$ cat src/rtl/signed_divider_pkg.sv
// Shared types and constants for the sequential signed divider.
package divider_pkg;

  localparam int WIDTH = 8;

  // Counter wide enough to index every quotient bit.
  localparam int CNT_W = $clog2(WIDTH);

  typedef enum logic [1:0] {
    IDLE,
    ITER,
    FIX,
    DONE
  } state_t;

  // Quotient reported when the divisor is zero.
  localparam logic [WIDTH-1:0] DIV0_QUOTIENT = 8'hFF;

  // Most negative operand; its magnitude needs the full unsigned width.
  localparam logic [WIDTH-1:0] MIN_NEG = 8'h80;

  // Unsigned magnitude of a two's-complement value; MIN_NEG maps to itself,
  // which is exactly its magnitude when read as unsigned.
  function automatic logic [WIDTH-1:0] magnitude(input logic [WIDTH-1:0] value);
    return value[WIDTH-1] ? -value : value;
  endfunction

endpackage

$ cat src/rtl/signed_divider_if.sv
// Board-side control and result bus of the signed divider.
interface signed_divider_if;
  import divider_pkg::*;

  logic             load_divisor;
  logic             execute;
  logic [WIDTH-1:0] sw;
  logic [WIDTH-1:0] quotient;
  logic [WIDTH-1:0] remainder;
  logic [WIDTH-1:0] divisor;
  logic             busy;
  logic             done;
  logic             div_by_zero;
  logic             overflow;

  // Board controls and switches drive the divider; results flow back.
  modport master (
    output load_divisor, execute, sw,
    input  quotient, remainder, divisor, busy, done, div_by_zero, overflow
  );

  modport slave (
    input  load_divisor, execute, sw,
    output quotient, remainder, divisor, busy, done, div_by_zero, overflow
  );

endinterface

$ cat src/rtl/signed_divider_div_step.sv
// One restoring-division step on unsigned magnitudes.
module div_step
  import divider_pkg::*;
(
  input  logic [WIDTH:0]   p,
  input  logic [WIDTH-1:0] q,
  input  logic [WIDTH-1:0] d,
  output logic [WIDTH:0]   p_next,
  output logic [WIDTH-1:0] q_next
);

  logic [WIDTH+1:0] shifted;
  logic [WIDTH+1:0] trial;

  // Shift {P,Q} left, try subtracting D, keep the difference if it stays non-negative.
  always_comb begin
    shifted = {p, q[WIDTH-1]};
    trial   = shifted - {2'b00, d};
    if (!trial[WIDTH+1]) begin
      p_next = trial[WIDTH:0];
      q_next = {q[WIDTH-2:0], 1'b1};
    end else begin
      p_next = shifted[WIDTH:0];
      q_next = {q[WIDTH-2:0], 1'b0};
    end
  end

endmodule

$ cat src/rtl/signed_divider.sv
// Sequential 8-bit signed divider: one quotient bit per clock, results
// registered for the display drivers.
module signed_divider
  import divider_pkg::*;
(
  input logic              clk,
  input logic              reset,
  signed_divider_if.slave  bus
);

  localparam logic [CNT_W-1:0] LAST_STEP = CNT_W'(WIDTH - 1);

  state_t state;
  state_t state_next;

  logic             start;
  logic             armed;
  logic [WIDTH-1:0] divisor_q;
  logic [WIDTH-1:0] quotient_q;
  logic [WIDTH-1:0] remainder_q;
  logic             dbz_q;
  logic             ovf_q;
  logic             ovf_pending;
  logic             sign_q;
  logic             sign_r;
  logic [WIDTH:0]   p_work;
  logic [WIDTH-1:0] q_work;
  logic [WIDTH-1:0] d_mag;
  logic [CNT_W-1:0] cnt;
  logic [WIDTH:0]   p_step;
  logic [WIDTH-1:0] q_step;

  div_step u_step (
    .p      (p_work),
    .q      (q_work),
    .d      (d_mag),
    .p_next (p_step),
    .q_next (q_step)
  );

  // State register.
  always_ff @(posedge clk) begin
    if (reset) state <= IDLE;
    else       state <= state_next;
  end

  // Next-state logic; a zero divisor skips straight to DONE.
  always_comb begin
    state_next = state;
    start      = 1'b0;
    case (state)
      IDLE: begin
        start = bus.execute && armed;
        if (start) state_next = (divisor_q == '0) ? DONE : ITER;
      end
      ITER: if (cnt == LAST_STEP) state_next = FIX;
      FIX:  state_next = DONE;
      DONE: if (!bus.execute) state_next = IDLE;
      default: state_next = IDLE;
    endcase
  end

  // Datapath: operand capture, iteration registers, sign fix and result registers.
  always_ff @(posedge clk) begin
    if (reset) begin
      armed       <= 1'b1;
      divisor_q   <= '0;
      quotient_q  <= '0;
      remainder_q <= '0;
      dbz_q       <= 1'b0;
      ovf_q       <= 1'b0;
      ovf_pending <= 1'b0;
      sign_q      <= 1'b0;
      sign_r      <= 1'b0;
      p_work      <= '0;
      q_work      <= '0;
      d_mag       <= '0;
      cnt         <= '0;
    end else begin
      case (state)
        IDLE: begin
          if (bus.load_divisor) divisor_q <= bus.sw;
          if (start) begin
            armed       <= 1'b0;
            dbz_q       <= 1'b0;
            ovf_q       <= 1'b0;
            sign_q      <= bus.sw[WIDTH-1] ^ divisor_q[WIDTH-1];
            sign_r      <= bus.sw[WIDTH-1];
            q_work      <= magnitude(bus.sw);
            p_work      <= '0;
            d_mag       <= magnitude(divisor_q);
            cnt         <= '0;
            ovf_pending <= (bus.sw == MIN_NEG) && (divisor_q == {WIDTH{1'b1}});
            if (divisor_q == '0) begin
              dbz_q       <= 1'b1;
              quotient_q  <= DIV0_QUOTIENT;
              remainder_q <= bus.sw;
            end
          end
        end
        ITER: begin
          p_work <= p_step;
          q_work <= q_step;
          cnt    <= cnt + CNT_W'(1);
        end
        FIX: begin
          quotient_q  <= sign_q ? -q_work : q_work;
          remainder_q <= sign_r ? -p_work[WIDTH-1:0] : p_work[WIDTH-1:0];
          ovf_q       <= ovf_pending;
        end
        DONE: begin
          if (!bus.execute) armed <= 1'b1;
        end
        default: ;
      endcase
    end
  end

  assign bus.quotient    = quotient_q;
  assign bus.remainder   = remainder_q;
  assign bus.divisor     = divisor_q;
  assign bus.busy        = (state == ITER) || (state == FIX);
  assign bus.done        = (state == DONE);
  assign bus.div_by_zero = dbz_q;
  assign bus.overflow    = ovf_q;

endmodule

$ cat src/flat_wrapper.sv
// flat-port wrapper written by rule: the top's interface ports become plain ports
module signed_divider_flat import divider_pkg::*;
  (clk, reset, bus_load_divisor, bus_execute, bus_sw, bus_quotient, bus_remainder, bus_divisor, bus_busy, bus_done, bus_div_by_zero, bus_overflow);
  signed_divider_if bus_i ();
  input logic clk;
  input logic reset;
  input wire logic [$bits(bus_i.load_divisor)-1:0] bus_load_divisor;
  input wire logic [$bits(bus_i.execute)-1:0] bus_execute;
  input wire logic [$bits(bus_i.sw)-1:0] bus_sw;
  output wire logic [$bits(bus_i.quotient)-1:0] bus_quotient;
  output wire logic [$bits(bus_i.remainder)-1:0] bus_remainder;
  output wire logic [$bits(bus_i.divisor)-1:0] bus_divisor;
  output wire logic [$bits(bus_i.busy)-1:0] bus_busy;
  output wire logic [$bits(bus_i.done)-1:0] bus_done;
  output wire logic [$bits(bus_i.div_by_zero)-1:0] bus_div_by_zero;
  output wire logic [$bits(bus_i.overflow)-1:0] bus_overflow;
  assign bus_i.load_divisor = bus_load_divisor;
  assign bus_i.execute = bus_execute;
  assign bus_i.sw = bus_sw;
  assign bus_quotient = bus_i.quotient;
  assign bus_remainder = bus_i.remainder;
  assign bus_divisor = bus_i.divisor;
  assign bus_busy = bus_i.busy;
  assign bus_done = bus_i.done;
  assign bus_div_by_zero = bus_i.div_by_zero;
  assign bus_overflow = bus_i.overflow;
  signed_divider u_core (.clk(clk), .reset(reset), .bus(bus_i));
endmodule
$ cat config.mk
export PLATFORM = sky130hd
export DESIGN_NAME = signed_divider_flat
export DESIGN_NICKNAME = d
export VERILOG_FILES = /design/src/rtl/signed_divider_pkg.sv /design/src/rtl/signed_divider_if.sv /design/src/rtl/signed_divider_div_step.sv /design/src/rtl/signed_divider.sv /design/src/flat_wrapper.sv
export SDC_FILE = /design/constraint.sdc
export NUM_CORES = 1
export LEC_CHECK = 0
export CAP_MARGIN = 10
export CORE_ASPECT_RATIO = 1.75
export CORE_MARGIN = 5
export CORE_UTILIZATION = 45
export DETAILED_ROUTE_END_ITERATION = 10
export PLACE_DENSITY = 0.66
export SETUP_SLACK_MARGIN = 0.02
export SKIP_LAST_GASP = 1
export SLEW_MARGIN = 20
export SYNTH_ARGS = -nofsm -noshare
export SYNTH_HDL_FRONTEND = slang
export SYNTH_SLANG_ARGS = --single-unit
$ cat constraint.sdc
create_clock -name clk -period 2.25 [get_ports clk]
set_input_delay 0.3375 -clock clk [delete_from_list [all_inputs] [get_ports clk]]
set_output_delay 0.3375 -clock clk [all_outputs]
set_load 0.02 [all_outputs]
==> out/results.txt <==
syn avg cell area - 8.32 um2
clock transition at the registers of the reported paths - 0.05 ns
setup TNS - 0 ns
Max Fclk - 0.478 GHz
HPWL Detailed - 6740 um
count of library flops with an enable pin - 0
yosys xor share - 8.00%
most frequent cells in the layout - dfxtp_1 (60), nand2_1 (45), nor2_1 (42), clkdlybuf4s50_1 (38), a21oi_1 (32)
Max Fanout on Critical Path - 4
Antenna Nets Post-Route - 0
n_diodes - 0
fp util - 46.2%
Mapped Cells - 423
antenna violations before repair - 0
# H-tree levels - 3
mux frac, synth - 5.73%
CTS Buf Count - 9
combinational share of power - 53.7%
clk latency late pin - 0.33 ns
DP Worst Slack - 0.0793 ns
worst path buffer plus inverter count - 2
Final Hold Slack - 0.457 ns
Worst Path Required - 2.45 ns
Max Buffers Root-to-Sink - 2
Final Power - 7.23 mW
Synthesized Nets - 456
Max-slew headroom - 60.6%
# IOs - 40
Crit-path slowest cell - ha_1
crit path time final - 2.09 ns
P_seq - 1.66 mW
grt ovf - 0
Clock Root Buffer - clkbuf_16
first-pass GRT wire length - 15,200 um
status - complete, no violations
main flop type - dfxtp_1
chip height - 127 um
vias per cell - 5.48
CP endpoint kind - flop
Yosys Chip Area - 3520 um2
fraction of layout cells with a size suffix above 1 - 14.3%
Final Hold Vio Count - 0
per-cell routed wire length - 15.4 um
Die Size - 9760 um2
Clk. pwr - 1.69 mW
IO Port Bufs - 39
Synth Area in Simple Gates - 17.7%
# Cells Yosys - 423
Critical Path AT - 2.29 ns
drt first pass iters - 4
Cell Area, Synth - 3520 um2
number of hold buffers added after CTS - 0
DR vias - 3,136
max reg flops - 9
total of max-cap violations - 0
Worst path top cell family by delay - AND-OR/OR-AND gates
clock sink total - 60
Post-CTS Resized - 0
net switching power - 2.78 mW
drt total wl - 8800 um
drc violations - 0
final worst slack - 0.159 ns
final period utilization - 92.9%
critical path cell sequence - inv_1, ha_1, a21oi_2, o211ai_1, nor2_2, xnor2_4, buf_4, mux2i_1, o21ai_0
utilization after layout - 59.3%
Crit path largest cell delay - 0.35 ns
sequential share of power - 22.9%
comb pwr - 3.88 mW
Pwr Density - 1600 nW/um2
Yosys cell types - 49
Max VDD drop - 806 uV
register with the most flip-flops - u_core.p_work
core area - 7620 um2
cell type with the largest total area after synthesis - dfxtp_1
yosys adder share - 7.68%
fin. max-slew vios - 0
Post-Synth AOI/OAI Area - 20.8%
number of global-route vias before repair - 3,206
Synth Seq Share - 34.1%
global-route total usage across every layer - 19.4%
Clock power frac - 23.4%
post-synthesis to final-layout area growth - 28.4%
Startpoint Class - flop
final setup vio count - 0
P_leak - 1.73 nW
die width - 76.8 um
Setup Crit Path Kind - flop to flop
final net count - 512
Max-area cell share - 34.1%
actual slew at the worst max-slew pin - 0.591 ns
Initial DRC Count - 165
Top Consumer - combinational logic
most frequent logic cell in the layout - dfxtp_1
Rows - 42
sw frac - 38.5%
fin area - 4520 um2
placed cells - 554
fin cells - 572
Worst Clk Skew - 0.00709 ns
gpl congestion - 0.851
internal power - 4.45 mW
Yosys reg bits - 60
Layout fillers - 676
Dominant comb cell - AND-OR/OR-AND gates
RSZ-0062 raised after global routing - true
CTS tree - done
ranking of synthesized cells by area - dfxtp_1 (34%), ha_1 (7.1%), mux2i_1 (5.4%)
ys async rst share - 0%
pin count of the biggest net entering global routing - 35
tool warnings - 32
Syn. warnings - 0
Hold Crit Class - flop to flop
Setup Buffers After CTS - 0
dpl cell area - 4110 um2
## cells by family (layout without fill, tap and decap cells)
kind of cell,count (synthesis),after routing
flip-flops,60,60
XOR/XNOR,30,30
multiplexers,20,20
AND/OR/NAND/NOR,134,134
buffers and inverters,48,109
AND-OR/OR-AND,110,110
adder cells (fa/ha/maj),21,21
## worst paths after layout
check | slack (ns) | startpoint | depth (start not counted) | to
worst max register to register | 0.16 | u_core.d_mag[4] | 9 | u_core.p_work[3]
worst min-delay path | 0.46 | u_core.bus.div_by_zero | 2 | u_core.bus.div_by_zero
worst min register to register | 0.46 | u_core.bus.div_by_zero | 2 | u_core.bus.div_by_zero
worst max-delay path | 0.16 | u_core.d_mag[4] | 9 | u_core.p_work[3]
## synthesized netlist by cell type, types with 5 or more instances
cell,number
a211oi_1,20
a21oi_1,33
buf_1,5
clkbuf_1,15
dfxtp_1,60
ha_1,20
inv_1,23
mux2i_1,19
nand2_1,45
nand3_1,12
nor2_1,42
nor2b_1,6
nor3_1,5
o211ai_1,9
o21ai_0,18
o31ai_1,9
xnor2_1,15
xor2_1,14
## cell type report
class / instances / area (um2) / share of cell area (%)
inverters: 23 / 86.3 / 1.91
clock buffers: 12 / 246 / 5.45
well taps: 88 / 110 / 2.44
multi-input cells: 315 / 2140 / 47.3
clock inverters: 4 / 120 / 2.66
repair buffers: 70 / 618 / 13.7
flip-flops and latches: 60 / 1200 / 26.6
## layer usage
layer	global-route usage (%)	up-vias	wire, um	share of wire [%]
met4	9.68	0	282	3.2
met5	0	-	0	0
met3	4.30	20	304	3.5
met2	35.0	59	4720	54
met1	20.9	1468	3490	40
li1	-	1589	-	-
Figure 1. Zoomed window.
Window x 26 to 51, y 51 to 76 um. Cells in gray, sequential cells in the stronger gray; small squares are vias.
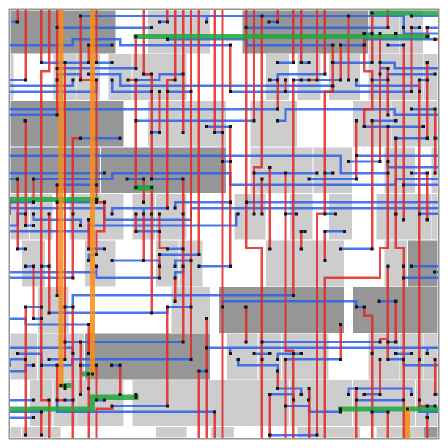
- orange: M4
- blue: M1
- green: M3
- red: M2
- sequential cells in the window: 8
- most frequent: nor2_1 (10), dfxtp_1 (8), nand2_1 (7)
- netlist names of flops here include: u_core.p_work (2), u_core.q_work (2)
- cells with their middle in the window: 56

Figure 2. Local utilization.
(3 px per um) 8 x 13 tiles, from black (low) to pale yellow (high), 0 to 100% covered.
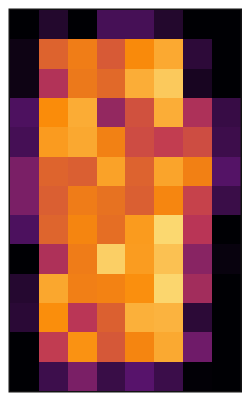
- densest ninth of the die: middle
- tiles over 75% full: 21%
- nearly empty tiles: 14%
- mean over tiles: 45%
- fullest tile: 92%

Power is estimated from default activity; no workload was simulated.
